--- config.mk ---
export PLATFORM = sky130hd
export DESIGN_NAME = fifo_rd_stream
export DESIGN_NICKNAME = d
export VERILOG_FILES = /design/src/rtl/fifo_rd_stream.sv
export SDC_FILE = /design/constraint.sdc
export NUM_CORES = 1
export LEC_CHECK = 0
export ABC_AREA = 1
export CAP_MARGIN = 30
export CORE_MARGIN = 3
export CORE_UTILIZATION = 35
export DETAILED_ROUTE_END_ITERATION = 12
export HOLD_SLACK_MARGIN = 0.1
export PLACE_DENSITY = 0.61
export SKIP_CTS_REPAIR_TIMING = 1
export SLEW_MARGIN = 20
export SYNTH_ARGS = -nofsm -noshare
export SYNTH_HDL_FRONTEND = slang
export SYNTH_SLANG_ARGS = --single-unit
export TNS_END_PERCENT = 5
--- constraint.sdc ---
create_clock -name i_Clk -period 6.65 [get_ports i_Clk]
set_input_delay 1.33 -clock i_Clk [delete_from_list [all_inputs] [get_ports i_Clk]]
set_output_delay 1.33 -clock i_Clk [all_outputs]
set_load 0.005 [all_outputs]
--- src/rtl/fifo_rd_stream.sv ---
// Drain stage for the single-clock DPRAM FIFO: converts the FIFO read side into a
// ready/valid stream through a credit-limited skid queue, with optional packet framing.
module fifo_rd_stream #(
  parameter int WIDTH      = 8,
  parameter int SKID_DEPTH = 4
) (
  input  logic             i_Clk,
  input  logic             i_Rst_L,
  input  logic             i_Enable,
  input  logic [15:0]      i_Pkt_Len,
  output logic             o_Fifo_Rd_En,
  input  logic             i_Fifo_Rd_DV,
  input  logic [WIDTH-1:0] i_Fifo_Rd_Data,
  input  logic             i_Fifo_Empty,
  output logic             o_Tx_DV,
  output logic [WIDTH-1:0] o_Tx_Data,
  output logic             o_Tx_Last,
  input  logic             i_Tx_Ready,
  output logic             o_Overflow
);

  localparam int PW = $clog2(SKID_DEPTH);
  localparam int CW = PW + 1;
  localparam logic [CW-1:0] DEPTH_C  = CW'(SKID_DEPTH);
  localparam logic [CW:0]   CREDIT_C = (CW+1)'(SKID_DEPTH);

  logic [WIDTH-1:0] mem [SKID_DEPTH];
  logic [PW-1:0]    wr_ptr;
  logic [PW-1:0]    rd_ptr;
  logic [CW-1:0]    occ;
  logic [CW-1:0]    infl;
  logic [15:0]      count;
  logic [CW:0]      credit_used;
  logic             full;
  logic             push;
  logic             pop;

  // Words already queued plus words requested but not yet returned must fit the queue.
  assign credit_used  = {1'b0, occ} + {1'b0, infl};
  assign o_Fifo_Rd_En = i_Enable && !i_Fifo_Empty && (credit_used < CREDIT_C);

  assign o_Tx_DV   = (occ != '0);
  assign o_Tx_Data = o_Tx_DV ? mem[rd_ptr] : '0;
  assign o_Tx_Last = o_Tx_DV && (i_Pkt_Len != 16'd0) && (count >= i_Pkt_Len - 16'd1);

  assign full = (occ == DEPTH_C);
  assign pop  = o_Tx_DV && i_Tx_Ready;
  assign push = i_Fifo_Rd_DV && (!full || pop);

  // Queue storage carries no reset; visibility is gated by occupancy.
  always_ff @(posedge i_Clk) begin
    if (push) mem[wr_ptr] <= i_Fifo_Rd_Data;
  end

  always_ff @(posedge i_Clk or negedge i_Rst_L) begin
    if (!i_Rst_L) begin
      wr_ptr     <= '0;
      rd_ptr     <= '0;
      occ        <= '0;
      infl       <= '0;
      count      <= '0;
      o_Overflow <= 1'b0;
    end else begin
      if (push) wr_ptr <= wr_ptr + PW'(1);
      if (pop)  rd_ptr <= rd_ptr + PW'(1);

      case ({push, pop})
        2'b10:   occ <= occ + CW'(1);
        2'b01:   occ <= occ - CW'(1);
        default: occ <= occ;
      endcase

      case ({o_Fifo_Rd_En, i_Fifo_Rd_DV})
        2'b10:   infl <= infl + CW'(1);
        2'b01:   infl <= (infl != '0) ? infl - CW'(1) : infl;
        default: infl <= infl;
      endcase

      if (i_Fifo_Rd_DV && full && !pop) o_Overflow <= 1'b1;

      if (pop) count <= o_Tx_Last ? 16'd0 : count + 16'd1;
    end
  end

endmodule

run_1/met3.png
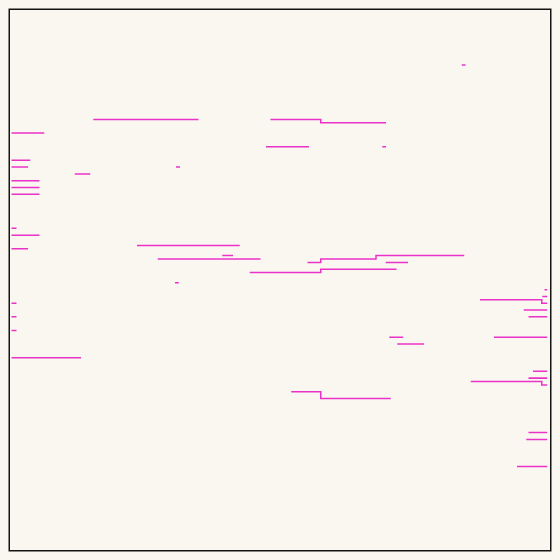
nets with wire on the layer: 36
wire length on this layer: 314 um
main direction: horizontal
WL final: 7300 um
met3 Resource Use GR: 0.0366

run_1/metal_stack.png
Scale bar: 20 um. Two of the layers only.
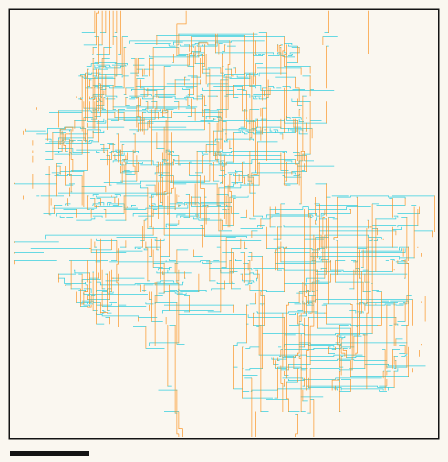
[cyan] met1 | wire length: 3600 um
[orange] met2 | wire length: 3260 um
Tot GR Track Use: 0.140
WL per Instance: 12.0 um
via count: 2768

run_1/final_clocks.png
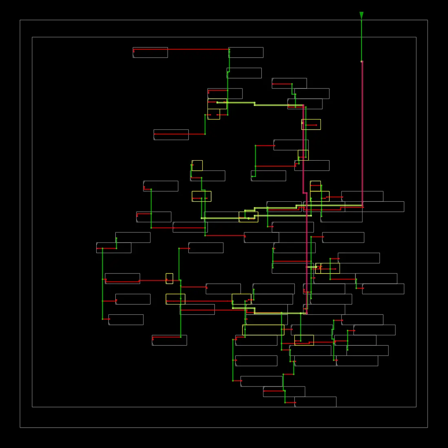
clk_skew: 0.0121 ns
Seq cells: 59
TritonCTS buffer count: 9

run_1/met2.png
Scale bar: 20 um.
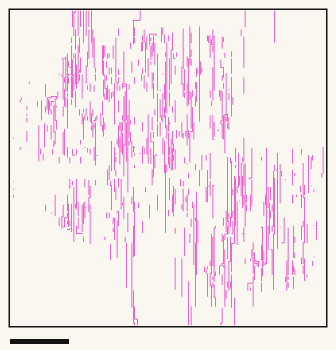
share of all routed wire: 45%
main direction: vertical
nets with wire on the layer: 395
GRT met2 Usage: 0.217

==> Slide: Implementation Results, run 1 <==
Synthesis and Place & Route Summary

Setup path
  • CP Buf/Inv Count: 5
  • CP Depth: 16
  • R2R depth: 9
  • CP startpoint kind: input port

Timing
  • Min Tclk post-route: 5.51 ns
  • Endpoints failing hold: 0
  • RSZ-0062 raised after global routing: false
  • Setup violations, final: 0
  • Worst slew pin tran: around 0.75 ns
  • Rel. slew slack: 0.496
  • Fmax: approximately 180 MHz
  • Hold Slack: around 0.50 ns
  • Final worst setup slack: about 1.1 ns
  • Final period util: 0.829

Pwr
  • Leak pwr: 2.05 nW
  • Pwr top: combinational cells
  • Pint: 0.959 mW
  • Net Sw Frac: 0.392
  • Power share of the clock group: 0.205
  • Share of power burned in combinational logic: 0.404
  • Power Sequential: between 0.6 and 0.7 mW
  • Sequential power share: 0.391

Yosys
  • Synth Area in Compound Gates: 0.0644
  • XOR/XNOR Area Share: 0.0627
  • Synth area leader: edfxtp_1
  • Synth flops: approximately 60
  • Number of enable flip-flop cells: 32
  • Syn_area_per_cell: 8.61 um^2
  • Commonest cells post-synth: 71 x nand2_1, 70 x inv_1, 57 x nor2_1, 32 x edfxtp_1, 27 x dfrtp_1
  • Most frequent cell after synthesis: nand2_1
  • Unique masters post-synth: 35
  • Top logic family: simple AND/OR/NAND/NOR gates
  • Mux area share: 0
  • Yosys warns: 0
  • Yosys adder share: 0.0971
  • Synth Seq Share: 0.450
  • Dominant cells by area after synthesis: edfxtp_1 26%, dfrtp_1 19%, ha_1 8.6%, nand2_1 7.3%, inv_1 7.2%
  • Async set-or-reset flop fraction in the synthesized netlist: 0.458

Clock tree
  • Clock Path Buffers: 2
  • CTS Sinks: 59
  • H-Tree Depth: 3
  • Latency at later pin: roughly 0.34 ns
  • TritonCTS clock tree: yes

Placed design
  • Total cell area at the placement stage: between 0.004 and 0.005 mm^2
  • Dpl cells: 592
  • Worst slack, placed: 1.13 ns
  • Hpwl dp: 5410 um

Layout
  • Non-CTS inverters: 77
  • Flop share of the area: 0.373
  • Finished Core Util: 0.441
  • Area Overhead vs Synth: 20.7%
  • Top cells excl fill/tap: 71 x nand2_1, 70 x inv_1, 57 x nor2_1
  • Layout clock area frac: 0.0442
  • Fin cells: between 600 and 700
  • Number of non-clock buffers: approximately 42
  • Clock buffer count: 10
  • Ant diodes: 0
  • Logic area: around 0.0017 mm^2

Worst hold path
  • Hold Path Sink: o_Overflow
  • Hold depth: 1
  • Min-Delay Path Class: flip-flop to flip-flop
  • Hold path start: o_Overflow

Floorplan
  • Site row count: 36
  • Starting Density: 0.365
  • Die Y: between 100 and 150 um
  • Tap cell count: between 100 and 150
  • Io pins: 42

Route
  • Antenna violation net count after detailed routing: 0
  • Initial DRT Pass Iterations: 4
  • Routed wl met3: 313 um
  • DRT iter0 DRCs: between 100 and 150
  • Top layer in use: met4
  • WL met2: approximately 3300 um

Status
  • Status: completed

GRT
  • M1 GR Usage: 0.190
  • Gr busiest metal: met2
  • Antenna violations before repair: 0
--- run 2 (diff from run 1) ---
clock period = 5.5 ns   (was 6.65 ns; I/O delays follow)
run_2/met3.png
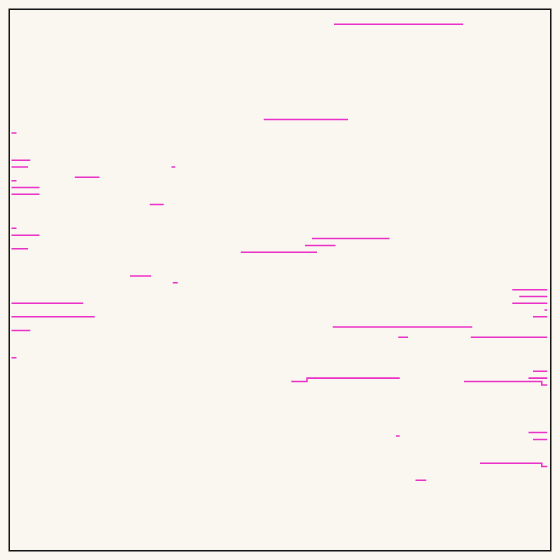
share of all routed wire: 3.9%
longest straight run: 27.6 um
nets with wire on the layer: 32
main direction: horizontal
via count: 2736
WL final: 7370 um

run_2/final_clocks.png
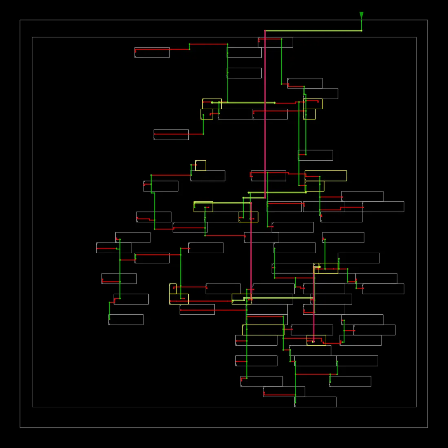
clk pwr: 0.437 mW
clock buffer count: 10
Latency at later pin: 0.34 ns

==> Slide: Implementation Results, run 2 <==
Synthesis and Place & Route Summary

Status
  • Status: completed

Yosys
  • Main flop type: edfxtp_1
  • Yosys adder share: 0.0971 (unchanged)
  • Yosys chip area: roughly 0.0036 mm^2
  • Dominant cells by area after synthesis: edfxtp_1 26%, dfrtp_1 19%, ha_1 8.6%, nand2_1 7.3%, inv_1 7.2%
  • Commonest cells post-synth: 71 x nand2_1, 70 x inv_1, 57 x nor2_1, 32 x edfxtp_1, 27 x dfrtp_1
  • Syn_area_per_cell: 8.61 um^2 (unchanged)
  • Mapped Area: 0.00363 mm^2
  • Synth Area in Compound Gates: 0.0644 (unchanged)
  • Number of enable flip-flop cells: 32 (unchanged)
  • Synth area leader: edfxtp_1
  • Syn_nets: roughly 480
  • Simple share: 0.238
  • Most frequent cell after synthesis: nand2_1
  • Synth Seq Share: 0.450 (unchanged)
  • Async set-or-reset flop fraction in the synthesized netlist: 0.458 (unchanged)
  • Unique masters post-synth: 35 (unchanged)
  • Synth flops: 59 (unchanged)
  • XOR/XNOR Area Share: 0.0627 (unchanged)
  • Mux area share: 0 (unchanged)
  • Top logic family: simple AND/OR/NAND/NOR gates
  • Yosys warns: 0 (unchanged)

Timing
  • Final worst setup slack: 0.453 ns (-0.686 ns)
  • Worst slew pin tran: 0.754 ns (+0.00112 ns)
  • Clk_skew: 0.0120 ns (-0.000116 ns)
  • Slew Viols, Final: 0
  • RSZ-0062 raised after global routing: false
  • Hold Slack: 0.488 ns (-0.00808 ns)
  • Rel. slew slack: 0.496 (-0.000751)
  • Setup violations, final: 0 (unchanged)
  • Fmax: around 200 MHz
  • Min Tclk post-route: between 5 and 6 ns
  • Endpoints failing hold: 0 (unchanged)
  • Final period util: 0.918

Placed design
  • Worst slack, placed: 0.444 ns (-0.684 ns)
  • IO buf count: approximately 40
  • Hpwl dp: 5440 um (+0.66%)
  • Dpl cells: 592 (unchanged)
  • Total cell area at the placement stage: 0.00419 mm^2 (unchanged)

Layout
  • Finished Cell Area: around 0.0044 mm^2
  • Most frequent logic cell in the layout: nand2_1
  • Fin cells: 608 (unchanged)
  • Mi-comb count: between 200 and 300
  • Layout cell share with drive strength beyond 1: 0.0884
  • # fillers: slightly below 1000
  • Number of non-clock buffers: 42 (unchanged)
  • Logic area: 0.00168 mm^2 (unchanged)
  • Ant diodes: 0 (unchanged)
  • Seq cells: 59 (unchanged)
  • Non-CTS inverters: 77 (unchanged)
  • Top cells excl fill/tap: 71 x nand2_1, 70 x inv_1, 57 x nor2_1
  • Finished Core Util: 0.443 (+0.00239)
  • Flop share of the area: 0.371 (-0.00201)
  • Sequential Area: around 0.0016 mm^2
  • Biggest regs: mem: 32 flops, count: 16 flops
  • Layout clock area frac: 0.0494 (+0.00515)
  • Layout Nets: between 500 and 600
  • Area Overhead vs Synth: 21.4%

Floorplan
  • Io pins: 42 (unchanged)
  • Chip Area: between 0.01 and 0.015 mm^2
  • Die X: 108 um
  • Die Y: 108 um (unchanged)
  • Site row count: 36 (unchanged)
  • Total core area: ~0.010 mm^2
  • Starting Density: 0.365 (unchanged)
  • Tap cell count: 133 (unchanged)

Setup path
  • CP Max Fanout: 4
  • Crit path kind: input port to primary output
  • Worst setup path end: o_Tx_Last
  • Worst r2r dst: occ[2]
  • Critical Path Slowest Stage Cell: clkdlybuf4s50_1
  • CP startpoint kind: input port
  • CP Buf/Inv Count: 5 (unchanged)
  • R2R depth: 9 (unchanged)
  • CP startpoint: i_Pkt_Len[0]
  • Crit end category: primary output
  • CP arrival: between 3 and 4 ns
  • Worst path max stage delay: approximately 0.50 ns
  • CP Depth: 16 (unchanged)
  • Crit-path leading delay family: simple AND/OR/NAND/NOR gates
  • Critical path cell sequence: clkdlybuf4s50_1 > inv_1 > ha_1 > nand3_1 > nor3_1 > nand4_1 > xor2_1 > inv_1 > ha_1 > nand2_1 > nor3_1 > nand2_1 > nand2_1 > nand2_1 > inv_1 > clkdlybuf4s50_1
  • Data required time of the critical path: about 4.4 ns
  • R2R Path Start: occ[1]

GRT
  • Met3 Resource Use GR: 0.0372 (+0.000600)
  • Antenna violations before repair: 0 (unchanged)
  • GRT overflow: 0
  • Vias in the first global route: 2739
  • Gr busiest metal: met2
  • First-pass GRT wire length: ~13000 um
  • M1 GR Usage: 0.193 (+0.00268)
  • GRT met2 Usage: 0.221 (+0.00355)

Clock tree
  • H-Tree Depth: 3 (unchanged)
  • TritonCTS buffer count: 9 (unchanged)
  • CTS Sinks: 59 (unchanged)
  • Root Driver: clkbuf_8
  • Clock Path Buffers: 2 (unchanged)
  • TritonCTS clock tree: yes

Worst hold path
  • Hold path start: o_Overflow
  • Hold depth: 1 (unchanged)
  • Min-Delay Path Class: flip-flop to flip-flop
  • Hold Path Sink: o_Overflow

Flow run
  • OpenROAD warning count: 29
  • Max Cap Viol: 0

Pwr
  • Power Sequential: 0.747 mW (+21%)
  • Power share of the clock group: 0.224 (+0.019)
  • Net Sw Frac: 0.383 (-0.00955)
  • Leak pwr: 2.06 nW (+0.88%)
  • Pwr top: combinational cells
  • Peak VDD IR: ~0.16 mV
  • Share of power burned in combinational logic: 0.394 (-0.010)
  • Pint: 1.21 mW (+26%)
  • Sequential power share: 0.382 (-0.009)

Route
  • DRT iter0 DRCs: 109 (-24%)
  • Antenna violation net count after detailed routing: 0 (unchanged)
  • Initial DRT Pass Iterations: 4 (unchanged)
  • Top layer in use: met4
  • Vias per inst: 4.50
  • Routed wl met3: 284 um (-9.3%)
  • WL met2: 3320 um (+1.8%)
run_2/metal_stack.png
Scale bar: 20 um. Two of the layers only.
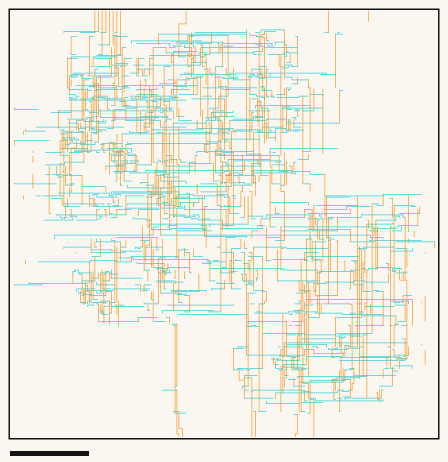
[orange] met2 | wire length: 3320 um
[cyan] met1 | wire length: 3640 um
WL per Instance: 12.1 um
Tot GR Track Use: 0.143

No activity file was given, so power comes from the tool's default toggle rates.
